File: src/rtl/reg_file.sv
// -----------------------------------------------------------------------------
// reg_file: architectural register file fed by the writeback selector.
//
// One synchronous write port and two combinational read ports. Register 0
// always reads as zero and ignores writes. After reset an internal sweep
// clears one entry per cycle, so the storage array carries no per-entry reset
// and can map onto plain RAM. `ready` rises once the sweep has finished.
//
// Ports:
//   clk     in   system clock, rising edge
//   rst_n   in   synchronous reset, active low
//   we      in   write enable from control
//   waddr   in   [ADDR_WIDTH] destination register index
//   wdata   in   [DATA_WIDTH] writeback data
//   raddr1  in   [ADDR_WIDTH] source register 1 index
//   raddr2  in   [ADDR_WIDTH] source register 2 index
//   rdata1  out  [DATA_WIDTH] source register 1 value
//   rdata2  out  [DATA_WIDTH] source register 2 value
//   ready   out  high once the clear sweep is complete
//
// Optional feature macro: REG_FILE_WRITE_BYPASS_EN
//   When defined, a read of the register being written in the same cycle
//   returns wdata (write-through). When undefined, the pre-write value is
//   returned and the new value appears from the next cycle.
// -----------------------------------------------------------------------------
module reg_file #(
    parameter int DATA_WIDTH = 32,
    parameter int ADDR_WIDTH = 5
) (
    input  logic                  clk,
    input  logic                  rst_n,
    input  logic                  we,
    input  logic [ADDR_WIDTH-1:0] waddr,
    input  logic [DATA_WIDTH-1:0] wdata,
    input  logic [ADDR_WIDTH-1:0] raddr1,
    input  logic [ADDR_WIDTH-1:0] raddr2,
    output logic [DATA_WIDTH-1:0] rdata1,
    output logic [DATA_WIDTH-1:0] rdata2,
    output logic                  ready
);

    localparam int                    DEPTH     = 2 ** ADDR_WIDTH;
    localparam logic [ADDR_WIDTH-1:0] ZERO_IDX  = {ADDR_WIDTH{1'b0}};
    localparam logic [ADDR_WIDTH-1:0] ONE_IDX   = {{(ADDR_WIDTH-1){1'b0}}, 1'b1};
    localparam logic [ADDR_WIDTH-1:0] LAST_IDX  = {ADDR_WIDTH{1'b1}};
    localparam logic [DATA_WIDTH-1:0] ZERO_DATA = {DATA_WIDTH{1'b0}};

    typedef enum logic [0:0] {
        ST_INIT = 1'b0,
        ST_RUN  = 1'b1
    } state_t;

    state_t                state_r;
    state_t                state_s;
    logic [ADDR_WIDTH-1:0] cnt_r;
    logic [ADDR_WIDTH-1:0] cnt_s;
    logic                  ready_r;
    logic                  ready_s;

    // Single storage write port shared by the clear sweep and external writes.
    logic                  mem_we_s;
    logic [ADDR_WIDTH-1:0] mem_addr_s;
    logic [DATA_WIDTH-1:0] mem_data_s;
    logic [DATA_WIDTH-1:0] mem_r [DEPTH];

    logic [DATA_WIDTH-1:0] rdata1_s;
    logic [DATA_WIDTH-1:0] rdata2_s;

    // Control state register with synchronous active-low reset.
    always_ff @(posedge clk) begin
        if (!rst_n) begin
            state_r <= ST_INIT;
            cnt_r   <= ZERO_IDX;
            ready_r <= 1'b0;
        end else begin
            state_r <= state_s;
            cnt_r   <= cnt_s;
            ready_r <= ready_s;
        end
    end

    // Next-state logic and selection of the storage write source.
    always_comb begin
        state_s    = state_r;
        cnt_s      = cnt_r;
        ready_s    = ready_r;
        mem_we_s   = 1'b0;
        mem_addr_s = ZERO_IDX;
        mem_data_s = ZERO_DATA;
        case (state_r)
            ST_INIT: begin
                // External writes are ignored until every entry is cleared.
                mem_we_s   = 1'b1;
                mem_addr_s = cnt_r;
                mem_data_s = ZERO_DATA;
                cnt_s      = cnt_r + ONE_IDX;
                if (cnt_r == LAST_IDX) begin
                    state_s = ST_RUN;
                    ready_s = 1'b1;
                end else begin
                    state_s = ST_INIT;
                    ready_s = 1'b0;
                end
            end
            ST_RUN: begin
                ready_s = 1'b1;
                if (we && (waddr != ZERO_IDX)) begin
                    mem_we_s   = 1'b1;
                    mem_addr_s = waddr;
                    mem_data_s = wdata;
                end else begin
                    mem_we_s   = 1'b0;
                end
            end
            default: begin
                state_s = ST_INIT;
                cnt_s   = ZERO_IDX;
                ready_s = 1'b0;
            end
        endcase
    end

    // Storage array: no reset so it can map onto RAM; reset blocks any write.
    always_ff @(posedge clk) begin
        if (rst_n && mem_we_s) begin
            mem_r[mem_addr_s] <= mem_data_s;
        end
    end

    // Read port 1: zero during the sweep and for index 0.
    always_comb begin
        rdata1_s = ZERO_DATA;
        if (state_r != ST_RUN) begin
            rdata1_s = ZERO_DATA;
        end else if (raddr1 == ZERO_IDX) begin
            rdata1_s = ZERO_DATA;
`ifdef REG_FILE_WRITE_BYPASS_EN
        end else if (we && (waddr == raddr1)) begin
            rdata1_s = wdata;
`endif
        end else begin
            rdata1_s = mem_r[raddr1];
        end
    end

    // Read port 2: same rules as port 1, bypassed independently.
    always_comb begin
        rdata2_s = ZERO_DATA;
        if (state_r != ST_RUN) begin
            rdata2_s = ZERO_DATA;
        end else if (raddr2 == ZERO_IDX) begin
            rdata2_s = ZERO_DATA;
`ifdef REG_FILE_WRITE_BYPASS_EN
        end else if (we && (waddr == raddr2)) begin
            rdata2_s = wdata;
`endif
        end else begin
            rdata2_s = mem_r[raddr2];
        end
    end

    assign rdata1 = rdata1_s;
    assign rdata2 = rdata2_s;
    assign ready  = ready_r;

endmodule

File: config.mk
export PLATFORM = sky130hd
export DESIGN_NAME = reg_file
export DESIGN_NICKNAME = d
export VERILOG_FILES = /design/src/rtl/reg_file.sv
export SDC_FILE = /design/constraint.sdc
export NUM_CORES = 1
export LEC_CHECK = 0
export CORE_ASPECT_RATIO = 1.25
export CORE_MARGIN = 5
export CORE_UTILIZATION = 40
export CTS_CLUSTER_DIAMETER = 150
export CTS_CLUSTER_SIZE = 14
export DETAILED_ROUTE_END_ITERATION = 6
export GPL_TIMING_DRIVEN = 0
export SYNTH_ARGS = -nofsm -noshare
export SYNTH_HDL_FRONTEND = slang
export SYNTH_SLANG_ARGS = --single-unit
File: constraint.sdc
create_clock -name clk -period 5.55 [get_ports clk]
set_input_delay 0.555 -clock clk [delete_from_list [all_inputs] [get_ports clk]]
set_output_delay 0.555 -clock clk [all_outputs]
set_load 0.01 [all_outputs]
### Metal layers overlaid, run 1

Two of the layers only.
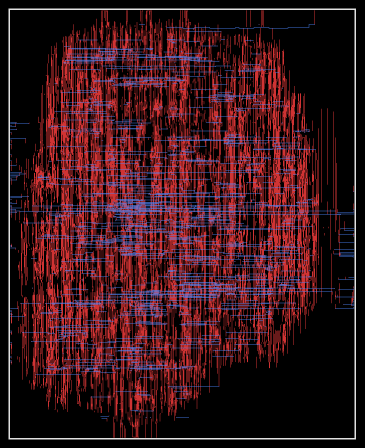
- red: metal 2 (wire length 80.1 mm)
- blue: metal 3 (wire length 16,400 um)
wire per inst: 36.3 um
Routed WL: 171 mm

### Sequential cells grouped by signal name, run 1

The bar under the picture is 100 um long. Other sequential cells in the stronger gray, the rest of the logic in the fainter gray.
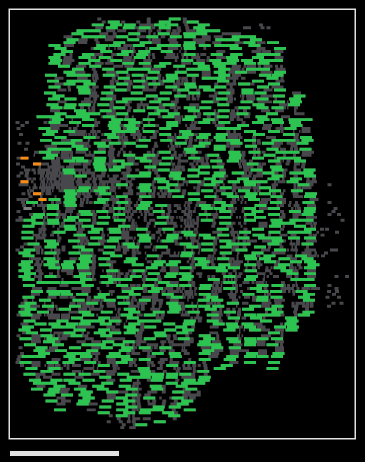
- green: mem_r (placed flops 992; where all over the die)
- orange: cnt_r (placed flops 5; where left middle)
- not colored: 1

==> changes_impl.md, run 1 <==
## Flow update

- Outcome: finished, violations left
- Failing checks: max-capacitance violations, max-slew violations
- Synth mux share: a little over a fifth
- Hold_buf cts: 0
- Slew HR: -3.13%
- Flop share of the area: about 56%
- Worst EP arrival: 4.60 ns
- Met1 Usage GRT: 33.8%
- Post-detail-place hpwl: 119 mm
- Syn nets: about 2.9k
- Actual slew at the worst max-slew pin: 1.54 ns
- Avg Synthesized Cell Area: about 16 um2
- Most frequent cell after synthesis: edfxtp_1
- Synth Seq Share: between 60% and 70%
- Synth Area in Compound Gates: 8.58%
- Yosys xor share: 0.0373%
- Int Power: 11,300 uW
- Antenna Nets Post-Route: 0
- Simple share: about 3.4%
- Clkbuf count: 99
- Net Switching: 3380 uW
- Final Max Slew Viols: 6
- P_leak: 0.0186 uW
- Crit path launch: state_r$_SDFF_PN0_
- Comb_multi_in: 1,621
- First-pass GRT wire length: between 200 and 250 mm
- Area grow syn2layout: 14.0%
- Synth flops: between 900 and 1k
- Internal reg-to-reg setup slack: 1.90 ns
- Logic area: 16,000 um2
- Fin nets: 3,180
- Vias in the first global route: 31.9k
- Vias: 31.1k
- Via/cell ratio: around 6.6
- Worst-Skew Late Latency: around 0.7 ns
- GPL Wtd Cong: roughly 0.9
- CTS H-tree lvls: 3
- Sink Count: 998
- Most numerous logic cell after layout: edfxtp_1
- Top area cell types: edfxtp_1 (63%), mux2i_1 (12%), mux4_2 (9.2%)
- Final-layout fill cell count: 10.2k
- Core Rows: 140
- Hold Path Class: flop to flop
- Worst path cell trace: buf_4 > buf_4 > nand2_1 > nor3_2 > clkbuf_1 > nand2_1 > nand4_1 > clkdlybuf4s50_1
- Flop count: 998
- Distinct lib cells used: 48
- Slowest CP cell: nor3_2
- Cells on worst reg2reg path: 5
- Hold Path Stages: 2
- Mapped cell area: 47,000 um2
- Register area: 29,900 um2
- Maximum vdd drop: 0.269 mV
- Setup CP Type: flop to primary output
- Met3 routed WL: 16.4 mm
- Post-CTS setup buffer count: 0
- Number of non-clock buffers: 421
- GRT Util Overall: 26.8%
- Crit path max-delay family: buffers and inverters
- Pre-Repair DR Iteration Count: 5
- Fin crit share: slightly above 90%
- IO Pins: 115
- Clk pin slew, worst setup/hold paths: 0.07 ns
- Die y size: 393 um
- Top cell area share: between 60% and 70%
- Yosys top cell by area: edfxtp_1
- Placed instance count: about 4.6k
- GR met2 Demand/Resource: 43.4%
- IO Port Bufs: 114
- Crit path capture: rdata1[0]
- N_diodes: 0
- Die W: 316 um
- Max stage delay on crit path: ~0.9 ns
- Clock buffer depth: 3
- Layer with the highest usage: met2
- Aggregate global routing overflow: 0
- Yosys stat chip area: ~47,000 um2
- FP Core Util: just over 40%
- Worst clock skew: 0.0267 ns
- Clk pwr share: 37.3%
- Cells after Synth: 2,859
- Largest net degree at the start of global routing: 32
- Leading cell types by count after synthesis: edfxtp_1 (992), mux2i_1 (579), o22ai_1 (193)
- Inverter count: 5
- R2R Path End: mem_r[28][26]$_DFFE_PP_
- Initial drt markers: slightly above 4k
- Largest area class, layout: registers
- Crit end category: primary output
- Yosys adder share: 0.0533%
- Levels on crit path: 8
- CTS tree: built
- M3 GR Usage: 5.61%
- Comb power frac: 6.7%
- Initial antenna violation count: 5
- N_taps: approximately 1.6k
- CP Max Fanout: 10
- DRC: 0
- Max_cap viols: 1
- F_max: 194 MHz
- CP bufs+invs: 4
- Main synth FF type: edfxtp_1
- Req. time, crit path: 4.99 ns
- Worst reg2reg startpoint: state_r$_SDFF_PN0_
- # Cells Yosys: between 2k and 3k
- Root Buffer: clkbuf_16
- WL met2: 80.1 mm
- Hold Crit Start: cnt_r[1]$_SDFFE_PN0N_
- WHS Endpoint: cnt_r[1]$_SDFFE_PN0N_
- Met1 WL: approximately 63 mm
- Hold Slack: 0.570 ns
- Synthesis warning total: 0
- EDFF count, synth: 992
- Clock buffer count from CTS: 81
- Ratio of cells with drive above 1 in the final layout: 19.4%
- Setup_tns: 0 ns
- RSZ-0062 raised after global routing: no
- PostCTS Resize Cnt: 0
- Clock-cell share of area: 4.17%
- Pwr per Cell Area: approximately 270 nW/um2
- Ys async rst share: 0%
- Final hold violations: 0
- Critical Path Source Type: flop
- Post-route insts no fill: between 4k and 5k
- Log Warnings: 26
- Main logic family: multiplexers
- Placeable Area: 117,000 um2
- Sequential power share: 56.0%
### Wiring heat map, run 1

32 x 39 tiles, from dark purple (low) to yellow (high), scaled to the fullest tile. Values are wire area over tile area, all layers added.
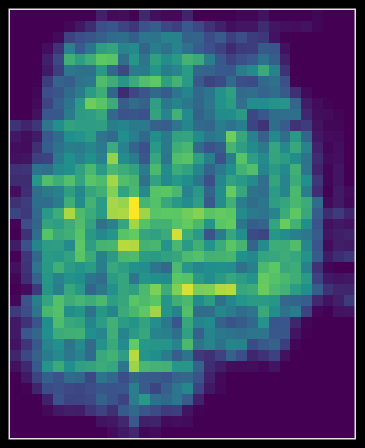
- nearly empty tiles: 21%
- tiles over half the peak: 28%
- mean over tiles: 0.24
- densest ninth of the die: middle

[run 1: registers in the layout (all words and copies together), names as in the netlist]
name / flops
mem_r: 992
cnt_r: 5
state_r: 1
[run 1: power groups by stage]
stage | registers, uW | logic, uW | clock network (uW)
2_1_floorplan | 8370 | 580 | 0
3_3_place_gp | 8380 | 924 | 0
3_5_place_dp | 8370 | 963 | 0
4_1_cts | 8210 | 964 | 5500
5_1_grt | 8200 | 1010 | 5780
6_report | 8210 | 984 | 5460
[run 1: stage by stage]
stage / setup slack (ns) / instance area (um2) / utilization (%)
after detailed placement: 0.638 / 51300 / 44.0
after CTS: 0.533 / 53500 / 45.9
final: 0.393 / 53500 / 45.9
after global placement: -3.59 / 50100 / 42.9
after floorplan: 1.45 / 47000 / -
after global routing: 0.327 / 53500 / 45.9
### Cell area per tile, run 1

The bar under the picture is 100 um long. 32 x 39 tiles, from dark purple (low) to yellow (high), 0 to 100% covered.
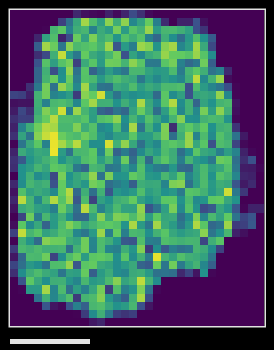

## Run 2: what changed since run 1
Settings changed: CORE_UTILIZATION 40 to 55, PLACE_DENSITY from default to 0.72.
### Cell area per tile, run 2

The bar under the picture is 100 um long. 27 x 34 tiles, from dark purple (low) to yellow (high), 0 to 100% covered.
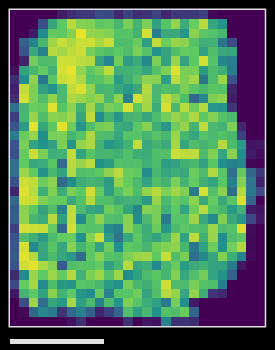
- mean over tiles: 56%
- tiles over 75% full: 30%
- nearly empty tiles: 12%
utilization after layout: 62.3%
FP Core Util: 55.5%

### Sequential cells grouped by signal name, run 2

The bar under the picture is 100 um long. Other sequential cells in the stronger gray, the rest of the logic in the fainter gray.
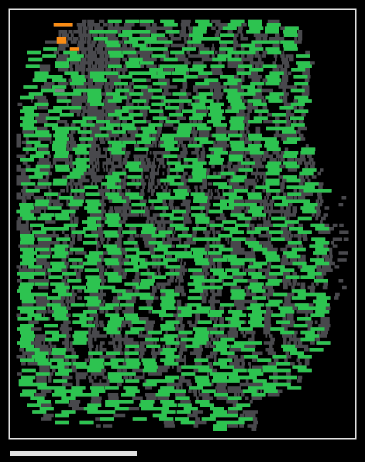
- green: mem_r (placed flops 992; where all over the die)
- orange: cnt_r (placed flops 5; where top left)
- not colored: 1
flop share of the area: 56.7%
register area: 29,900 um2
Seq group: 8210 uW

### Metal layers overlaid, run 2

Two of the layers only.
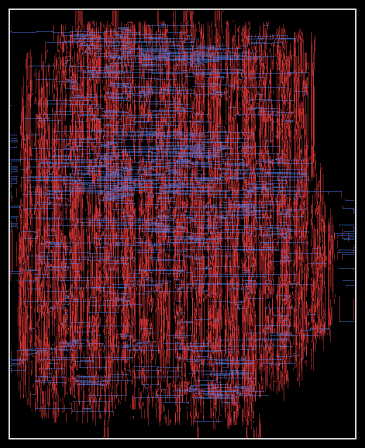
- red: metal 2 (wire length 78.1 mm)
- blue: metal 3 (wire length 17,900 um)

==> run 2 against run 1 <==
Effect of this change: the flow still finishes with violations (max-capacitance violations, max-slew violations); first-iteration DRC count up 16%; core utilization is 16 points higher; hold slack better by 0.030 ns; worst setup slack gained 0.089 ns; clock skew up 0.00091 ns; final area shrank 1.5%; via count grew 0.92%; cell count decreased by 10%; synthesized cell count unchanged; register-to-register slack got worse by 0.19 ns.
==> changes_impl.md, run 2 <==
## Flow update

- PostCTS Resize Cnt: 0
- R2R Path End: mem_r[17][18]$_DFFE_PP_
- Root Buffer: clkbuf_16
- Clock buffer depth: 3
- Synth Seq Share: 63.7%
- Crit path launch: state_r$_SDFF_PN0_
- Vias: between 30k and 40k
- Mapped cell area: 47,000 um2
- Synth flops: 998
- Met1 Usage GRT: 39.5%
- Syn nets: 2,911
- Crit end category: primary output
- Pre-Repair DR Iteration Count: 7
- Pwr per Cell Area: approximately 270 nW/um2
- WL met2: 78.1 mm
- Final Max Slew Viols: 5
- GPL Wtd Cong: about 0.95
- Largest net degree at the start of global routing: 32
- Antenna Nets Post-Route: 0
- Leading cell types by count after synthesis: edfxtp_1 (992), mux2i_1 (579), o22ai_1 (193)
- Simple share: 3.40%
- Post-route cell area: 52,700 um2
- Sequential power share: 56.7%
- Maximum vdd drop: 0.326 mV
- Area after DPL: 50,600 um2
- Core Rows: 119
- Max stage delay on crit path: 0.89 ns
- Slowest CP cell: nor3b_2
- CTS H-tree lvls: 3
- Top flop regs: mem_r (992), cnt_r (5), state_r (1)
- F_max: around 200 MHz
- Slew HR: -0.211%
- Post-CTS setup buffer count: 0
- Synth Area in Compound Gates: 8.58%
- Comb power: approximately 970 uW
- Sink Count: between 900 and 1k
- Setup CP Type: flop to primary output
- Max_cap viols: 1
- Placeable Area: 84,600 um2
- Net Switching: between 3000 and 4000 uW
- Wire per inst: about 38 um
- First-pass GRT wire length: 222 mm
- CP bufs+invs: 3
- Hold Path Stages: 2
- Top reg by flops: mem_r
- DRC: 0
- Yosys stat chip area: ~47,000 um2
- Die W: 271 um
- Failing checks: max-capacitance violations, max-slew violations
- Top cell area share: approximately 63%
- Worst-Skew Late Latency: roughly 0.67 ns
- Worst reg2reg startpoint: state_r$_SDFF_PN0_
- Yosys xor share: 0.0373%
- GR met2 Demand/Resource: 58.2%
- Avg Synthesized Cell Area: 16.4 um2
- Logic area: 16,000 um2
- Main synth FF type: edfxtp_1
- Crit path capture: rdata2[20]
- Routed WL: approximately 160 mm
- Critical Path Source Type: flop
- Cells after Synth: 2,859
- Req. time, crit path: 4.99 ns
- WHS Endpoint: cnt_r[1]$_SDFFE_PN0N_
- Post-detail-place hpwl: 113 mm
- Most numerous logic cell after layout: edfxtp_1
- N_diodes: 0
- Layer with the highest usage: met2
- Log Warnings: 26
- Distinct lib cells used: 48
- Internal reg-to-reg setup slack: 1.71 ns
- Clock buffer count from CTS: 81
- Area grow syn2layout: 12.3%
- Via/cell ratio: about 7.4
- Worst path cell trace: buf_4 > nand2_1 > nor3b_2 > clkbuf_1 > a22oi_1 > nand4_1 > clkdlybuf4s50_1
- Top power group: sequential cells
- Comb power frac: 6.7%
- IO Port Bufs: 114
- Levels on crit path: 7
- Met3 routed WL: 17.9 mm
- Hold Path Class: flop to flop
- RSZ-0062 raised after global routing: no
- Final-layout fill cell count: about 6.0k
- Clk pin slew, worst setup/hold paths: 0.07 ns
- CP Max Fanout: 10
- Clk pwr share: 36.6%
- Main logic family: multiplexers
- Clk pwr: around 5300 uW
- Yosys top cell by area: edfxtp_1
- Initial drt markers: 4,707
- IO Pins: 115
- Outcome: finished, violations left
- Die y size: roughly 340 um
- Fin nets: 3,172
- # Cells Yosys: between 2k and 3k
- Worst clock skew: approximately 0.028 ns
- M3 GR Usage: 7.91%
run 2: cell count changes in the layout (fill, tap and decap cells not counted), sizes merged:
cell | previous run | this run
clkbuf | 182 | 175
buf | 224 | 216
inv | 9 | 7
run 2: final cells by class:
class,instances,share of cell area [%]
Tap cell,1089,2.58
Multi-Input combinational cell,1621,30.4
Inverter,5,0.0356
Buffer,235,2.34
Timing Repair Buffer,178,3.83
Sequential cell,998,56.7
Clock inverter,3,0.0688
Clock buffer,92,4.04
run 2: per-stage QoR:
stage	cells	hold slack [ns]	setup slack, ns	TNS (ns)
6_report	4221	0.601	0.482	0
2_1_floorplan	2859	0.527	1.45	0
3_3_place_gp	4062	0.550	-2.82	-847.66
4_1_cts	4221	0.609	0.662	0
5_1_grt	4221	0.645	0.645	0
3_5_place_dp	4126	0.598	0.842	0
Power is estimated from default activity; no workload was simulated.
